**Run 1: selected gate families**

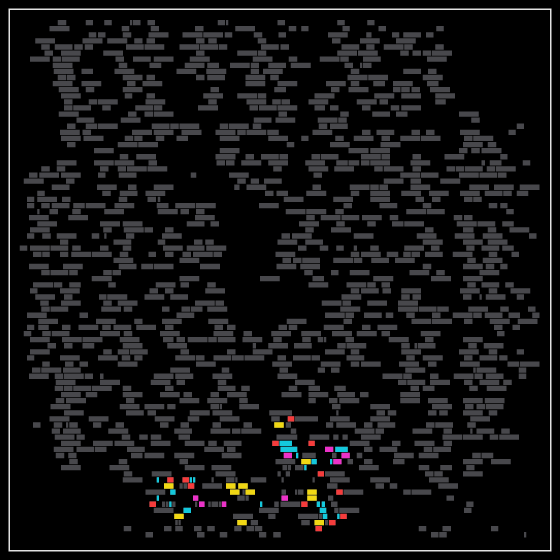
**Run 1: sequential cells colored by netlist name**

The bar under the picture is 50 um long. Other sequential cells in the stronger gray, the rest of the logic in the fainter gray.
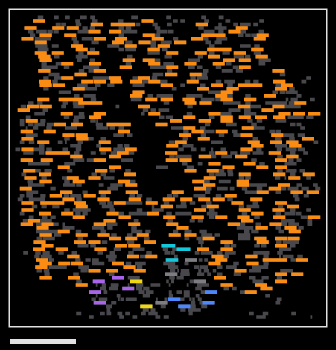
**Run 1: the metal 2 layer**

The bar under the picture is 50 um long.
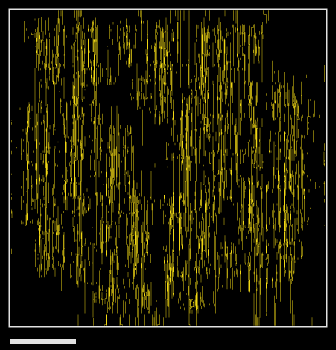
--- src/rtl/sibling_path_sig_packer.sv ---
// sibling_path_sig_packer
// Captures tree-seed words from the seed-sibling-path stage, rebases each
// word to its absolute signature-RAM address (base + e*W + word index) and
// buffers it in a small FIFO so the signature-RAM arbiter can stall writes.
// Pulses o_done once all TAU sibling paths have been written out.
// Optional feature macro: SIBLING_WORD_CHECK_EN (per-path word-count check
// driving o_len_err; without it o_len_err is tied low).
`timescale 1ns/1ps
module sibling_path_sig_packer #(
  parameter PARAMETER_SET   = "L1",
  parameter int TAU         = 17,
  parameter int D_HYPERCUBE = 8,
  parameter int W           = D_HYPERCUBE *
                              ((PARAMETER_SET == "L5") ? 256 :
                               (PARAMETER_SET == "L3") ? 192 : 128) / 32,
  parameter int SIG_BASE_ADDR = 0,
  parameter int SIG_ADDR_W    = 12,
  parameter int FIFO_DEPTH    = 8
) (
  input  logic                  i_clk,
  input  logic                  i_rst,
  input  logic                  i_start,
  input  logic [31:0]           i_tree_seed,
  input  logic                  i_tree_seed_valid,
  input  logic [$clog2(W)-1:0]  i_tree_seed_addr,
  input  logic                  i_path_done,
  output logic                  o_sig_wen,
  output logic [SIG_ADDR_W-1:0] o_sig_addr,
  output logic [31:0]           o_sig_data,
  input  logic                  i_sig_ready,
  output logic [4:0]            o_iter,
  output logic                  o_done,
  output logic                  o_overflow,
  output logic                  o_len_err
);

  localparam int PW = $clog2(FIFO_DEPTH);
  localparam int CW = PW + 1;

  typedef enum logic [1:0] {IDLE, RUN, DRAIN, DONE} state_t;

  typedef struct packed {
    logic [SIG_ADDR_W-1:0] addr;
    logic [31:0]           data;
  } wr_t;

  state_t          state, state_nxt;
  logic [4:0]      e;
  wr_t             mem [FIFO_DEPTH];
  logic [PW-1:0]   rd_ptr, wr_ptr;
  logic [CW-1:0]   cnt;
  logic            push_req, push, pop, full, drop, last_path;
  wr_t             push_wr;

  // Only RUN accepts words; a full FIFO still accepts if the head leaves this cycle.
  assign push_req  = (state == RUN) && i_tree_seed_valid;
  assign full      = (cnt == CW'(FIFO_DEPTH));
  assign pop       = o_sig_wen && i_sig_ready;
  assign push      = push_req && (!full || pop);
  assign drop      = push_req && full && !pop;
  assign last_path = (e == 5'(TAU - 1));

  // Rebase uses the iteration in effect at the push, so a word arriving with
  // i_path_done still belongs to the old path.
  assign push_wr.addr = SIG_ADDR_W'(SIG_BASE_ADDR + int'(e) * W + int'(i_tree_seed_addr));
  assign push_wr.data = i_tree_seed;

  // FIFO storage and pointers; cleared on reset so all outputs start at 0.
  always_ff @(posedge i_clk or posedge i_rst) begin
    if (i_rst) begin
      rd_ptr <= '0;
      wr_ptr <= '0;
      cnt    <= '0;
      for (int i = 0; i < FIFO_DEPTH; i++) mem[i] <= '0;
    end else begin
      if (push) begin
        mem[wr_ptr] <= push_wr;
        wr_ptr      <= wr_ptr + 1'b1;
      end
      if (pop) rd_ptr <= rd_ptr + 1'b1;
      case ({push, pop})
        2'b10:   cnt <= cnt + 1'b1;
        2'b01:   cnt <= cnt - 1'b1;
        default: ;
      endcase
    end
  end

  // Iteration counter and sticky overflow flag.
  always_ff @(posedge i_clk or posedge i_rst) begin
    if (i_rst) begin
      e          <= '0;
      o_overflow <= 1'b0;
    end else if (state == IDLE && i_start) begin
      e          <= '0;
      o_overflow <= 1'b0;
    end else begin
      if (drop) o_overflow <= 1'b1;
      if (state == RUN && i_path_done && !last_path) e <= e + 1'b1;
    end
  end

`ifdef SIBLING_WORD_CHECK_EN
  logic [15:0] wcnt, wcnt_nxt;
  assign wcnt_nxt = wcnt + {15'b0, i_tree_seed_valid};

  // Per-path word count; the word coinciding with i_path_done still counts.
  always_ff @(posedge i_clk or posedge i_rst) begin
    if (i_rst) begin
      wcnt      <= '0;
      o_len_err <= 1'b0;
    end else if (state == IDLE && i_start) begin
      wcnt      <= '0;
      o_len_err <= 1'b0;
    end else if (state == RUN) begin
      if (i_path_done) begin
        wcnt <= '0;
        if (wcnt_nxt != 16'(W)) o_len_err <= 1'b1;
      end else begin
        wcnt <= wcnt_nxt;
      end
    end
  end
`else
  assign o_len_err = 1'b0;
`endif

  // State register.
  always_ff @(posedge i_clk or posedge i_rst) begin
    if (i_rst) state <= IDLE;
    else       state <= state_nxt;
  end

  // Next-state logic.
  always_comb begin
    state_nxt = state;
    case (state)
      IDLE:    if (i_start) state_nxt = RUN;
      RUN:     if (i_path_done && last_path) state_nxt = DRAIN;
      DRAIN:   if (cnt == '0) state_nxt = DONE;
      DONE:    state_nxt = IDLE;
      default: state_nxt = IDLE;
    endcase
  end

  // Outputs: write port straight from the registered FIFO head.
  always_comb begin
    o_done     = (state == DONE);
    o_iter     = e;
    o_sig_wen  = (cnt != '0);
    o_sig_addr = mem[rd_ptr].addr;
    o_sig_data = mem[rd_ptr].data;
  end

endmodule

--- config.mk ---
export PLATFORM = sky130hd
export DESIGN_NAME = sibling_path_sig_packer
export DESIGN_NICKNAME = d
export VERILOG_FILES = /design/src/rtl/sibling_path_sig_packer.sv
export SDC_FILE = /design/constraint.sdc
export NUM_CORES = 1
export LEC_CHECK = 0
export CELL_PAD_IN_SITES_DETAIL_PLACEMENT = 0
export CELL_PAD_IN_SITES_GLOBAL_PLACEMENT = 1
export CORE_MARGIN = 4
export CORE_UTILIZATION = 30
export DETAILED_ROUTE_END_ITERATION = 16
export GPL_TIMING_DRIVEN = 1
export PLACE_DENSITY_LB_ADDON = 0.1
export SYNTH_ARGS = -nofsm -noshare
export SYNTH_HDL_FRONTEND = slang
export SYNTH_SLANG_ARGS = --single-unit
--- constraint.sdc ---
create_clock -name i_clk -period 24.5 [get_ports i_clk]
set_clock_uncertainty 0.2 [all_clocks]
set_input_delay 4.9 -clock i_clk [delete_from_list [all_inputs] [get_ports i_clk]]
set_output_delay 4.9 -clock i_clk [all_outputs]
set_load 0.02 [all_outputs]
==> results.toml, run 1 <==
# flow metrics
[worst_hold_path]
hold_path_class = "register to register"

[layout]
syn2layout_area_growth_pct = 17.5
seq_cells = 354
fin_nets = 1111
buf_share_pct = 5.31
n_antenna_cell = 1

[final_timing]
setup_ws_ns = 15.45
worst_pin_slew_ns = 1.09
drv_slew = 0
whs_ns = 0.284

[logic_synthesis]
largest_area_cell = "dfrtp_1"
netlist_instances = 978
top_logic_kind = "multiplexers"
ys_cells = 978
adder_share_pct = 0.923
yosysUniqueCellTypes = 43

[status]
status = "completed"

[placed_design]
place_area_sq_um = 17800
placed_cells = 1708

[setup_path]
worstSetupStartpointType = "register"
cp-end-kind = "primary output"
r2r_end = "mem[163]$_DFFE_PP0P_"
path_class = "register to primary output"

[power]
maxPowerGroup = "registers"
leakagePower_nw = 8.55
p_int_w = 0.00178
comb-power_w = 0.000954

[clocking]
path_clk_slew_ns = 0.06
clk_latency_ns = 0.55
clockRootBuffer = "clkbuf_16"
hold_buffers = 0

[routing]
dr_wl_met2_mm = 18.3
wl_per_cell_um = 21.8

[global_routing]
grt_use_met1_pct = 19.2

[floorplanning]
initCoreUtil_pct = 30.2

[flow_run]
warning_count = 38
About 'selected gate families':
| family | color | cells | most used | where |
|---|---|---|---|---|
| NOR gates | cyan | 20 | nor2_1 | south |
| AND and OR gates | magenta | 8 | or3b_4 | south |
| XOR/XNOR gates | red | 13 | xor2_1 | south |
| adder and majority cells | yellow | 12 | ha_1 | south |
Commonest Layout Cell: dfrtp_1
Post-Layout Cell Count: 1,781
Comb area share: 36.6%

About 'sequential cells colored by netlist name':
| netlist name | color | flops |
|---|---|---|
| mem | orange | 336 |
| cnt | blue | 4 |
| state | yellow | 2 |
| o_iter | purple | 5 |
| rd_ptr | cyan | 3 |
not colored: 4
final core utilization: 35.5%
fraction of area in registers: 46.4%
register area: 8870 sq um
Seq. pwr: 0.00101 W

About 'the metal 2 layer':
longest straight run: 87.0 um
main direction: vertical
wire length on this layer: 18,300 um
nets with wire on the layer: 1,024
share of all routed wire: 47%
vias: 8,557
routed wire length: 38.8 mm
M2 GR Usage: 22.0%

**Run 1: the metal 3 layer**

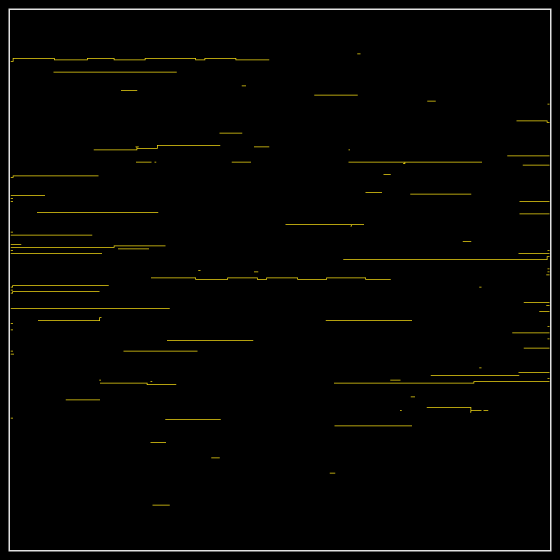

==> run 2: changes to the inputs <==
==> constraint.sdc (replaced) <==
create_clock -name i_clk -period 7.35 [get_ports i_clk]
set_clock_uncertainty 0.2 [all_clocks]
set_input_delay 1.47 -clock i_clk [delete_from_list [all_inputs] [get_ports i_clk]]
set_output_delay 1.47 -clock i_clk [all_outputs]
set_load 0.02 [all_outputs]
**Run 2: the metal 3 layer**

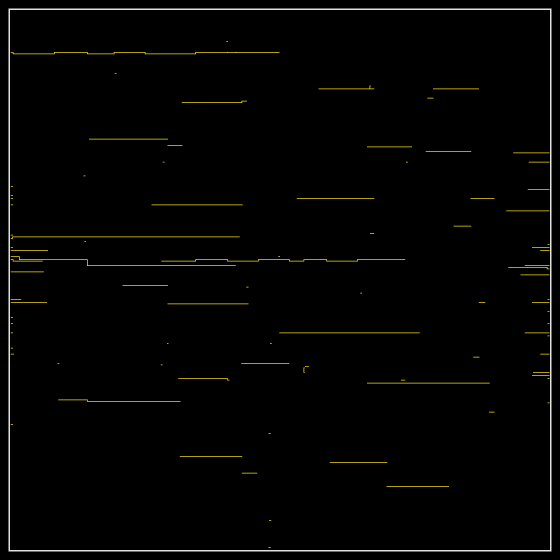
share of all routed wire: 3.3%
nets with wire on the layer: 51
main direction: horizontal
routed wire length: 38.9 mm
met3 Track Usage GR: 2.56%
vias: 8,581

==> run 2 against run 1 <==
  * Register-to-register slack lost 17 ns
  * Sequential power grew to 3.4 times the previous value
  * Clock-buffer cell count shrank 1
  * Design area grew 1.5%
  * Non-clock buffer count grew 5
  * Synthesized cell count is the same
  * Via count grew 0.28%
  * First-iteration DRC count shrank 6.9%
  * Worst setup slack lost 13 ns
  * Area after synthesis is the same
  * Critical path depth is the same
  * Critical path type unchanged
  * Largest power group unchanged
==> results.toml, run 2 <==
# flow metrics
[status]
status = "completed"

[power]
leakagePower_nw = 8.67
maxPowerGroup = "registers"
comb-power_w = 0.00315

[logic_synthesis]
adder_share_pct = 0.923
largest_area_cell = "dfrtp_1"
netlist_instances = 978
yosysUniqueCellTypes = 43
ys_cells = 978

[floorplanning]
initCoreUtil_pct = 30.2

[layout]
layout.cells.most_common = "dfrtp_1"
n_antenna_cell = 2
syn2layout_area_growth_pct = 19.2
fin_nets = 1118
buf_share_pct = 5.56

[worst_hold_path]
hold_path_class = "register to register"

[flow_run]
warning_count = 38

[setup_path]
path_class = "register to primary output"

[clocking]
clk_latency_ns = 0.56
hold_buffers = 0

[placed_design]
placed_cells = 1713
place_area_sq_um = 17800

[global_routing]
grt_use_met1_pct = 19.6

[final_timing]
drv_slew = 0
**Run 2: selected gate families**

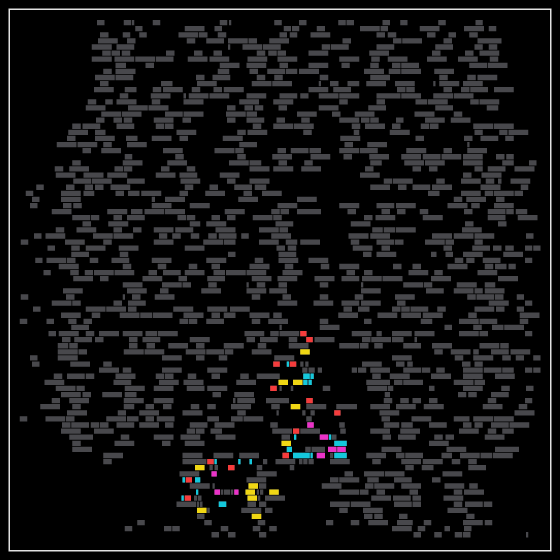
| family | color | cells | most used | where |
|---|---|---|---|---|
| NOR gates | cyan | 20 | nor2_1 | south |
| XOR/XNOR gates | red | 13 | xor2_1 | south |
| AND and OR gates | magenta | 8 | or3b_4 | south |
| adder and majority cells | yellow | 12 | ha_1 | south |
Comb area share: 36.0%
Post-Layout Cell Count: 1,793

No activity file was given, so power comes from the tool's default toggle rates.
